PDN straps and rails:
Bar = 20 um. Pins as bars on the die edge.
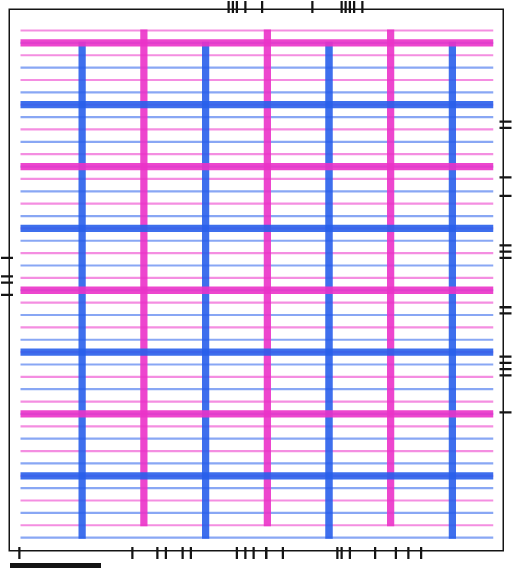
Placement by cell class:
Bar = 20 um.
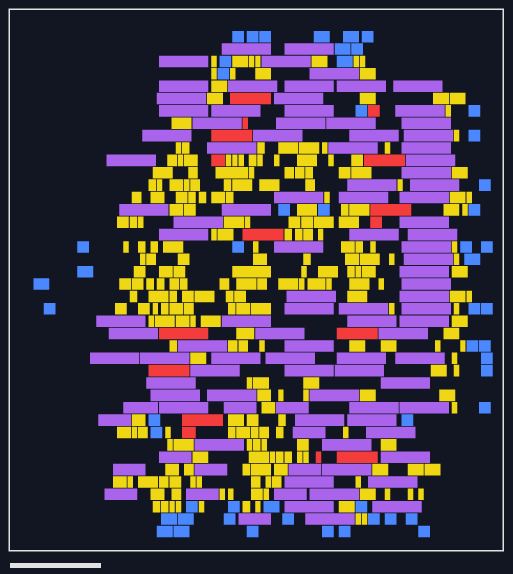
Clock distribution:
Bar = 20 um.
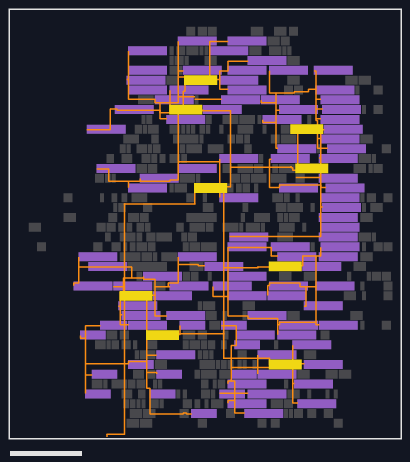
Wiring by layer:
Only two layers are drawn.
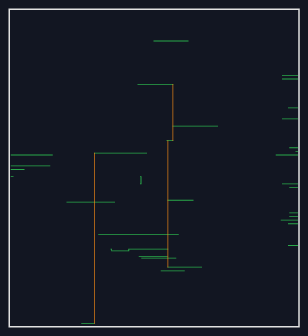
Placement view:
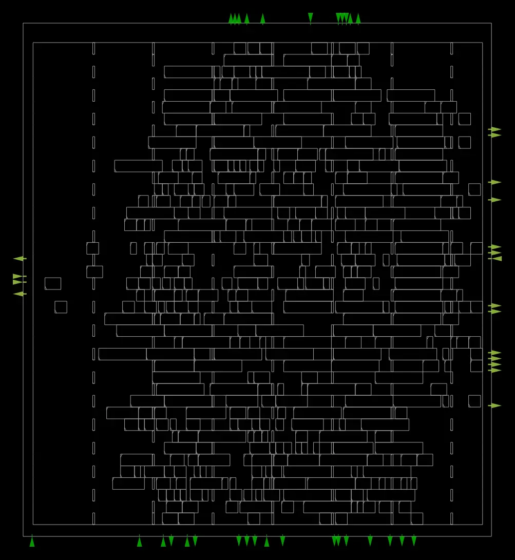
==> config.mk <==
export PLATFORM = sky130hd
export DESIGN_NAME = cg_result_collector_flat
export DESIGN_NICKNAME = d
export VERILOG_FILES = /design/src/rtl/cg_result_collector_if.sv /design/src/rtl/cg_result_collector.sv /design/src/flat_wrapper.sv
export SDC_FILE = /design/constraint.sdc
export NUM_CORES = 1
export LEC_CHECK = 0
export CAP_MARGIN = 5
export CORE_ASPECT_RATIO = 1.1
export CORE_MARGIN = 2
export CORE_UTILIZATION = 40
export DETAILED_ROUTE_END_ITERATION = 8
export PLACE_DENSITY = 0.69
export SETUP_SLACK_MARGIN = 0.5
export SLEW_MARGIN = 10
export SYNTH_ARGS = -nofsm -noshare
export SYNTH_HDL_FRONTEND = slang
export SYNTH_SLANG_ARGS = --single-unit
==> constraint.sdc <==
create_clock -name clk -period 3.99 [get_ports clk]
set_clock_uncertainty 0.2 [all_clocks]
set_input_delay 0.798 -clock clk [delete_from_list [all_inputs] [get_ports clk]]
set_output_delay 0.798 -clock clk [all_outputs]
set_load 0.1 [all_outputs]
==> src/rtl/cg_result_collector_if.sv <==
// cg_result_collector_if: beat stream from the clock-gated image core plus the
// frame-summary stream towards the host-side stage, bundled for one link.
// The master side drives beats and out_ready; the slave (the collector) drives
// the summary fields and the sticky overflow flag.
interface cg_result_collector_if;
  logic              in_valid;
  logic        [6:0] in_data;
  logic              out_ready;
  logic              out_valid;
  logic       [10:0] out_sum;
  logic        [6:0] out_max;
  logic        [6:0] out_min;
  logic        [5:0] out_cnt;
  logic              out_err_short;
  logic              out_err_long;
  logic              overflow;

  modport master (
    output in_valid, in_data, out_ready,
    input  out_valid, out_sum, out_max, out_min, out_cnt,
           out_err_short, out_err_long, overflow
  );

  modport slave (
    input  in_valid, in_data, out_ready,
    output out_valid, out_sum, out_max, out_min, out_cnt,
           out_err_short, out_err_long, overflow
  );
endinterface

==> src/rtl/cg_result_collector.sv <==
// cg_result_collector: collects one signed 7-bit result burst per frame,
// checks its length, builds sum/min/max and queues the summary in a small
// FIFO that drains over a valid/ready handshake.
// Optional macro RESULT_CG_EN: statistic and FIFO storage registers run on
// latch-based gated clocks; FSM, counters and pointers stay on clk.
module cg_result_collector #(
  parameter int FRAME_LEN = 16,
  parameter int DEPTH     = 2
) (
  input  logic clk,
  input  logic rst,
  input  logic cg_en,
  cg_result_collector_if.slave bus
);

  localparam int PW = $clog2(DEPTH);
  localparam logic [5:0]  FRAME_LEN_C = 6'(FRAME_LEN);
  localparam logic [PW:0] DEPTH_C     = (PW+1)'(DEPTH);

  typedef enum logic {IDLE, COLLECT} state_t;

  typedef struct packed {
    logic signed [10:0] sum;
    logic signed [6:0]  maxVal;
    logic signed [6:0]  minVal;
    logic        [5:0]  cnt;
    logic               errShort;
    logic               errLong;
  } entry_t;

  state_t             state_q;
  logic        [5:0]  cnt_q;
  logic signed [10:0] sum_q, sum_d;
  logic signed [6:0]  max_q, max_d;
  logic signed [6:0]  min_q, min_d;
  entry_t             mem_q [DEPTH];
  logic        [PW-1:0] wrPtr_q, rdPtr_q;
  logic        [PW:0]   count_q, count_d;
  logic               overflow_q;

  logic signed [6:0]  inData;
  logic signed [10:0] dataExt;
  logic               startBeat, statBeat, statWe;
  logic               push, pop, full, fifoWe, drop, outValid;
  logic               statClk, fifoClk;
  entry_t             newEntry, head;

  assign inData    = $signed(bus.in_data);
  assign dataExt   = {{4{inData[6]}}, inData};
  assign startBeat = (state_q == IDLE) && bus.in_valid;
  assign statBeat  = (state_q == COLLECT) && bus.in_valid && (cnt_q < FRAME_LEN_C);
  assign statWe    = startBeat || statBeat;
  assign push      = (state_q == COLLECT) && !bus.in_valid;
  assign outValid  = (count_q != '0);
  assign pop       = outValid && bus.out_ready;
  assign full      = (count_q == DEPTH_C);
  assign fifoWe    = push && (!full || pop);
  assign drop      = push && full && !pop;

`ifdef RESULT_CG_EN
  logic statEnLat, fifoEnLat;

  // Latch-based clock gates: enables are captured while clk is low so the gated clocks cannot glitch
  always_latch begin
    if (!clk) begin
      statEnLat = !cg_en || statWe;
      fifoEnLat = !cg_en || fifoWe;
    end
  end

  assign statClk = clk & statEnLat;
  assign fifoClk = clk & fifoEnLat;
`else
  logic unusedCgEn;
  assign unusedCgEn = cg_en;
  assign statClk    = clk;
  assign fifoClk    = clk;
`endif

  // Next statistics: the first beat of a frame seeds them, later counted beats accumulate
  always_comb begin
    sum_d = sum_q + dataExt;
    max_d = max_q;
    min_d = min_q;
    if (startBeat) begin
      sum_d = dataExt;
      max_d = inData;
      min_d = inData;
    end else begin
      if (inData > max_q) max_d = inData;
      if (inData < min_q) min_d = inData;
    end
  end

  // Frame FSM and saturating beat counter; a reset drops any frame in progress
  always_ff @(posedge clk) begin
    if (rst) begin
      state_q <= IDLE;
      cnt_q   <= '0;
    end else begin
      case (state_q)
        IDLE: begin
          if (bus.in_valid) begin
            state_q <= COLLECT;
            cnt_q   <= 6'd1;
          end
        end
        COLLECT: begin
          if (bus.in_valid) begin
            if (cnt_q != 6'd63) cnt_q <= cnt_q + 6'd1;
          end else begin
            state_q <= IDLE;
          end
        end
        default: state_q <= IDLE;
      endcase
    end
  end

  // Statistic registers only move on beats that contribute to the frame summary
  always_ff @(posedge statClk) begin
    if (statWe) begin
      sum_q <= sum_d;
      max_q <= max_d;
      min_q <= min_d;
    end
  end

  always_comb begin
    newEntry.sum      = sum_q;
    newEntry.maxVal   = max_q;
    newEntry.minVal   = min_q;
    newEntry.cnt      = cnt_q;
    newEntry.errShort = (cnt_q < FRAME_LEN_C);
    newEntry.errLong  = (cnt_q > FRAME_LEN_C);
  end

  // Summary storage is written on the closing edge unless the frame is dropped
  always_ff @(posedge fifoClk) begin
    if (fifoWe) mem_q[wrPtr_q] <= newEntry;
  end

  // Occupancy bookkeeping; a simultaneous pop frees the slot a full-FIFO push needs
  always_comb begin
    count_d = count_q;
    if (fifoWe && !pop)      count_d = count_q + 1'b1;
    else if (!fifoWe && pop) count_d = count_q - 1'b1;
  end

  // FIFO pointers, occupancy and the sticky drop flag
  always_ff @(posedge clk) begin
    if (rst) begin
      wrPtr_q    <= '0;
      rdPtr_q    <= '0;
      count_q    <= '0;
      overflow_q <= 1'b0;
    end else begin
      if (fifoWe) wrPtr_q <= wrPtr_q + 1'b1;
      if (pop)    rdPtr_q <= rdPtr_q + 1'b1;
      count_q <= count_d;
      if (drop) overflow_q <= 1'b1;
    end
  end

  assign head              = mem_q[rdPtr_q];
  assign bus.out_valid     = outValid;
  assign bus.out_sum       = outValid ? head.sum      : '0;
  assign bus.out_max       = outValid ? head.maxVal   : '0;
  assign bus.out_min       = outValid ? head.minVal   : '0;
  assign bus.out_cnt       = outValid ? head.cnt      : '0;
  assign bus.out_err_short = outValid && head.errShort;
  assign bus.out_err_long  = outValid && head.errLong;
  assign bus.overflow      = overflow_q;

endmodule

==> src/flat_wrapper.sv <==
// flat-port wrapper written by rule: the top's interface ports become plain ports
module cg_result_collector_flat 
#(
  parameter int FRAME_LEN = 16,
  parameter int DEPTH     = 2
)
  (clk, rst, cg_en, bus_in_valid, bus_in_data, bus_out_ready, bus_out_valid, bus_out_sum, bus_out_max, bus_out_min, bus_out_cnt, bus_out_err_short, bus_out_err_long, bus_overflow);
  cg_result_collector_if bus_i ();
  input  logic clk;
  input  logic rst;
  input  logic cg_en;
  input wire logic [$bits(bus_i.in_valid)-1:0] bus_in_valid;
  input wire logic [$bits(bus_i.in_data)-1:0] bus_in_data;
  input wire logic [$bits(bus_i.out_ready)-1:0] bus_out_ready;
  output wire logic [$bits(bus_i.out_valid)-1:0] bus_out_valid;
  output wire logic [$bits(bus_i.out_sum)-1:0] bus_out_sum;
  output wire logic [$bits(bus_i.out_max)-1:0] bus_out_max;
  output wire logic [$bits(bus_i.out_min)-1:0] bus_out_min;
  output wire logic [$bits(bus_i.out_cnt)-1:0] bus_out_cnt;
  output wire logic [$bits(bus_i.out_err_short)-1:0] bus_out_err_short;
  output wire logic [$bits(bus_i.out_err_long)-1:0] bus_out_err_long;
  output wire logic [$bits(bus_i.overflow)-1:0] bus_overflow;
  assign bus_i.in_valid = bus_in_valid;
  assign bus_i.in_data = bus_in_data;
  assign bus_i.out_ready = bus_out_ready;
  assign bus_out_valid = bus_i.out_valid;
  assign bus_out_sum = bus_i.out_sum;
  assign bus_out_max = bus_i.out_max;
  assign bus_out_min = bus_i.out_min;
  assign bus_out_cnt = bus_i.out_cnt;
  assign bus_out_err_short = bus_i.out_err_short;
  assign bus_out_err_long = bus_i.out_err_long;
  assign bus_overflow = bus_i.overflow;
  cg_result_collector #(.FRAME_LEN(FRAME_LEN), .DEPTH(DEPTH)) u_core (.clk(clk), .rst(rst), .cg_en(cg_en), .bus(bus_i));
endmodule
==> flow_summary.toml <==
# physical design summary
[synth]
synthesis.area_um2 = 4788
synth-area-yosys_um2 = 4788
synthesis.instances = 367
synth-cells-yosys = 367
ys_warn_count = 0
synth.distinct_cells = 45
synth-async-reset-ratio = 0
ys.flops = 104
share_of_the_yosys_chip_area_belonging_to_registers = 0.6250
ff_type = "edfxtp_1"
mappedNetlistNets = 406
enable_flop_cells = 91
topCellsByArea = "edfxtp_1 57%, mux2i_1 6.9%, ha_1 6.8%"
synth_area_per_cell_um2 = 13.05
netlist.top_cell.by_area = "edfxtp_1"
yosysTopAreaCellShare = 0.5707
top_cell = "edfxtp_1"
synth.cells.most_frequent = "91 x edfxtp_1, 48 x nor2_1, 33 x mux2i_1, 26 x ha_1, 24 x inv_1"

[grt]
grt_max_degree = 34
grt_pass1_vias = 2855
grt.total_usage = 0.1395
wire_length_of_the_first_global_routing_pass_um = 13710
grt_antenna_before_repair = 0
grt_overflow_total = 0

[outcome]
status = "complete, no violations"

[pwr]
p_leak_nw = 2.145
max_ir_drop_vdd_mv = 0.4992
p_sw_frac = 0.4627
total_power_w = 0.004238
power_frac_comb = 0.463
internal-power_w = 0.002277
power.switching_w = 0.001961
power.density_cell_area_nw_per_um2 = 750.4
pwr-share-seq = 0.335

[final_timing]
hold-worst-slack_ns = 0.2805
hold_viol_final = 0
final.period_utilization = 0.7716
finalSetupTns_ns = 0
timing.fmax_mhz = 324.8
final_critical_path_setup_slack_ns = 0.9112
rsz_0062_raised_after_global_routing = "no"
tightestPinTransition_ns = 0.9634
final-max-slew-violation-count = 0
fin_crit_ns = 3.079
worst_slew_margin_rel = 0.3557
report.final.setup_viol = 0

[setup_path]
endpoint = "u_core.sum_q[10]"
crit-reg2reg-capture = "u_core.sum_q[8]"
depth_of_the_worst_register_to_register_path = 8
crit_chain = "clkdlybuf4s50_1 -> ha_1 -> a211o_1 -> nor4b_4 -> a211oi_2 -> o211ai_2 -> xor2_1"
reg2reg_slack_ns = 1.60
critical-path-slowest-cell = "clkdlybuf4s50_1"
critical_path_required_ns = 3.86
endpoint_kind = "register"
arrival_ns = 2.95
path_class = "in -> reg"
critical-path-max-stage-delay_ns = 0.65
rr_startpoint = "u_core.sum_q[0]"
startpoint = "bus_in_data[6]"
timing.critical_path.fanout_max = 10
start_kind = "primary input"

[clock_tree]
clock_tree.root_cell = "clkbuf_16"
h-tree-depth = 3
cts-hold-fix-buffers = 0
clock_transition_at_the_registers_of_the_reported_paths_ns = 0.06
clk_latency_ns = 0.34
numClockSinks = 104
cts_inserted_buffers = 9
resized_after_cts = 0
cts_tree = "yes"
post-cts-setup-buffer-count = 0
clk_path_buf_depth = 2

[min_path]
holdCritPathClass = "reg -> reg"

[place]
detailedPlacementHpwl_um = 5931
dpl_cell_area_um2 = 5351
place.port_buffers = 45
post-place-ws_ns = 0.5814
post-place-cells = 558
gp_congestion = 0.7885

[job]
log.warning_count = 28
cap_viol_max_count = 0

[drt]
detail-route-antenna-nets = 0
pre_antenna_drt_iters = 4
via_per_inst = 5.031
route.vias.total = 2888
drt_first_iter_violations = 149
avgRoutedWirePerCell_um = 14.92
routed_wl_um = 8566
drt_drc_violations_left = 0

[cells_and_area]
reg_area_um2 = 2994
post_route_cells_drive_above_1_share = 0.1533
finalNetCount = 458
final_design_area_no_fill_um2 = 5647
antennaDiodeCount = 0
layout.cells.non_filler = 574
fillCellCount = 1007
area_growth_from_synthesis_to_layout_pct = 17.93
combinational_gate_area_um2 = 1652

[floorplanning]
initial_utilization = 0.4130
die_boundary_width_um = 108.3
die_area_um2 = 12860
chipHeight_um = 118.8
top_level_ports = 47
-- 'PDN straps and rails' (at the start) --
net	colour
VSS	blue
VDD	magenta
met5 straps	8
met1 rails	42
signal pins	47
rows	41

-- 'placement by cell class' (at the start) --
class	colour	cells	share of their area
remaining logic cells	yellow	251	32%
registers	purple	104	55%
clock drivers and dummy loads	red	16	5.4%
remaining buffers and delay cells	blue	53	7.8%

-- 'clock distribution' (at the start) --
[flip-flops] purple | count: 104
[clock-net drivers] yellow | count: 9
[clock wires] orange | length: 1080 um
routed clock nets	10
relative contribution of the clock network to total power: 0.202
total clock network power: 0.000857 W

-- 'wiring by layer' (at the start) --
layer	colour	wire length
M3	green	293 um
M4	orange	133 um

-- 'placement view' (at the start) --
count of standard-cell rows: 41
Final Core Density: 0.4870
count of flip-flops and latches: 104
number of tap cells inserted: 150
placeable core area: 11590 um2

==> layout by cell type (no fill, tap or decap), types with 2 or more instances in the layout <==
cell type,instances
clkbuf_16,9
dfxtp_1,12
edfxtp_1,91
inv_6,2
nor3_1,8
a21oi_1,15
a211oi_1,2
mux2i_1,33
nor3b_1,2
xnor2_1,3
nand2b_1,5
o211ai_1,2
ha_1,26
and3_1,3
inv_1,24
clkinvlp_4,2
nor2_1,47
nand2_1,12
nand4_1,5
clkdlybuf4s50_1,12
nor2b_1,4
o21ai_0,9
a21o_1,4
nand4b_1,2
xor2_1,10
clkinv_1,2
buf_4,41
nand3_1,5
o21a_1,4
o31ai_1,4
a211o_1,3
==> cell families after synthesis <==
| kind of cell | count (synthesis) | share of synthesized area |
|---|---|---|
| xor gates and xnor gates | 13 | 0.02378 |
| adders and majority gates | 27 | 0.07212 |
| buffers and inverters | 36 | 0.03109 |
| muxes | 33 | 0.06898 |
| and+or+nand+nor | 101 | 0.1048 |
| DFF | 104 | 0.6250 |
| AOI/OAI and AO/OA | 53 | 0.07421 |
==> per-layer routing <==
layer / GRT usage / up-vias / routed length (um)
li1: - / 1443 / -
met1: 0.1726 / 1393 / 3765
met2: 0.2343 / 43 / 4375
met3: 0.02868 / 9 / 292
met4: 0.06010 / 0 / 132
met5: 0 / - / 0
==> worst min-delay path by stage <==
stage                     from                   to  slack, ns  cells past startpoint
6_report       u_core.min_q[4]  u_core.mem_q[0][12]       0.28                      0
5_1_grt        u_core.min_q[0]   u_core.mem_q[1][8]       0.29                      0
4_1_cts        u_core.min_q[2]  u_core.mem_q[0][10]       0.28                      0
3_5_place_dp   u_core.min_q[2]  u_core.mem_q[1][10]       0.26                      0
3_3_place_gp   u_core.min_q[3]  u_core.mem_q[0][11]       0.25                      0
2_1_floorplan  u_core.min_q[0]   u_core.mem_q[0][8]       0.24                      0
==> critical path: cells and delay by family <==
family,cells,cell delay [ns]
buf+inv,1,0.65
xor+xnor,1,0.15
simple gates,1,0.14
compound gates,3,0.71
fa+ha+maj,1,0.51
==> final cells by class <==
class,count,area share
Clock buffer,9,0.03988
Clock inverter,7,0.01241
Inverter,24,0.01595
Multi-Input combinational cell,227,0.2925
Sequential cell,104,0.5302
Tap cell,150,0.03324
Timing Repair Buffer,53,0.07578
==> power groups by stage <==
| stage | sequential [W] | clock, W | combinational [W] |
|---|---|---|---|
| 6_report | 0.00142 | 0.000857 | 0.00196 |
| 5_1_grt | 0.00144 | 0.000913 | 0.00206 |
| 4_1_cts | 0.00142 | 0.000882 | 0.00198 |
| 3_5_place_dp | 0.00145 | 0 | 0.00197 |
| 3_3_place_gp | 0.00144 | 0 | 0.00195 |
| 2_1_floorplan | 0.00138 | 0 | 0.00163 |
==> registers in the layout, summed over array words and instances, names as in the netlist, named ones only <==
name	cells
u_core.max_q	7
u_core.state_q	1
u_core.rdPtr_q	1
u_core.min_q	7
u_core.mem_q	66
u_core.cnt_q	6
u_core.wrPtr_q	1
u_core.count_q	2
u_core.sum_q	11
u_core.bus.overflow	1
No activity file was given, so power comes from the tool's default toggle rates.
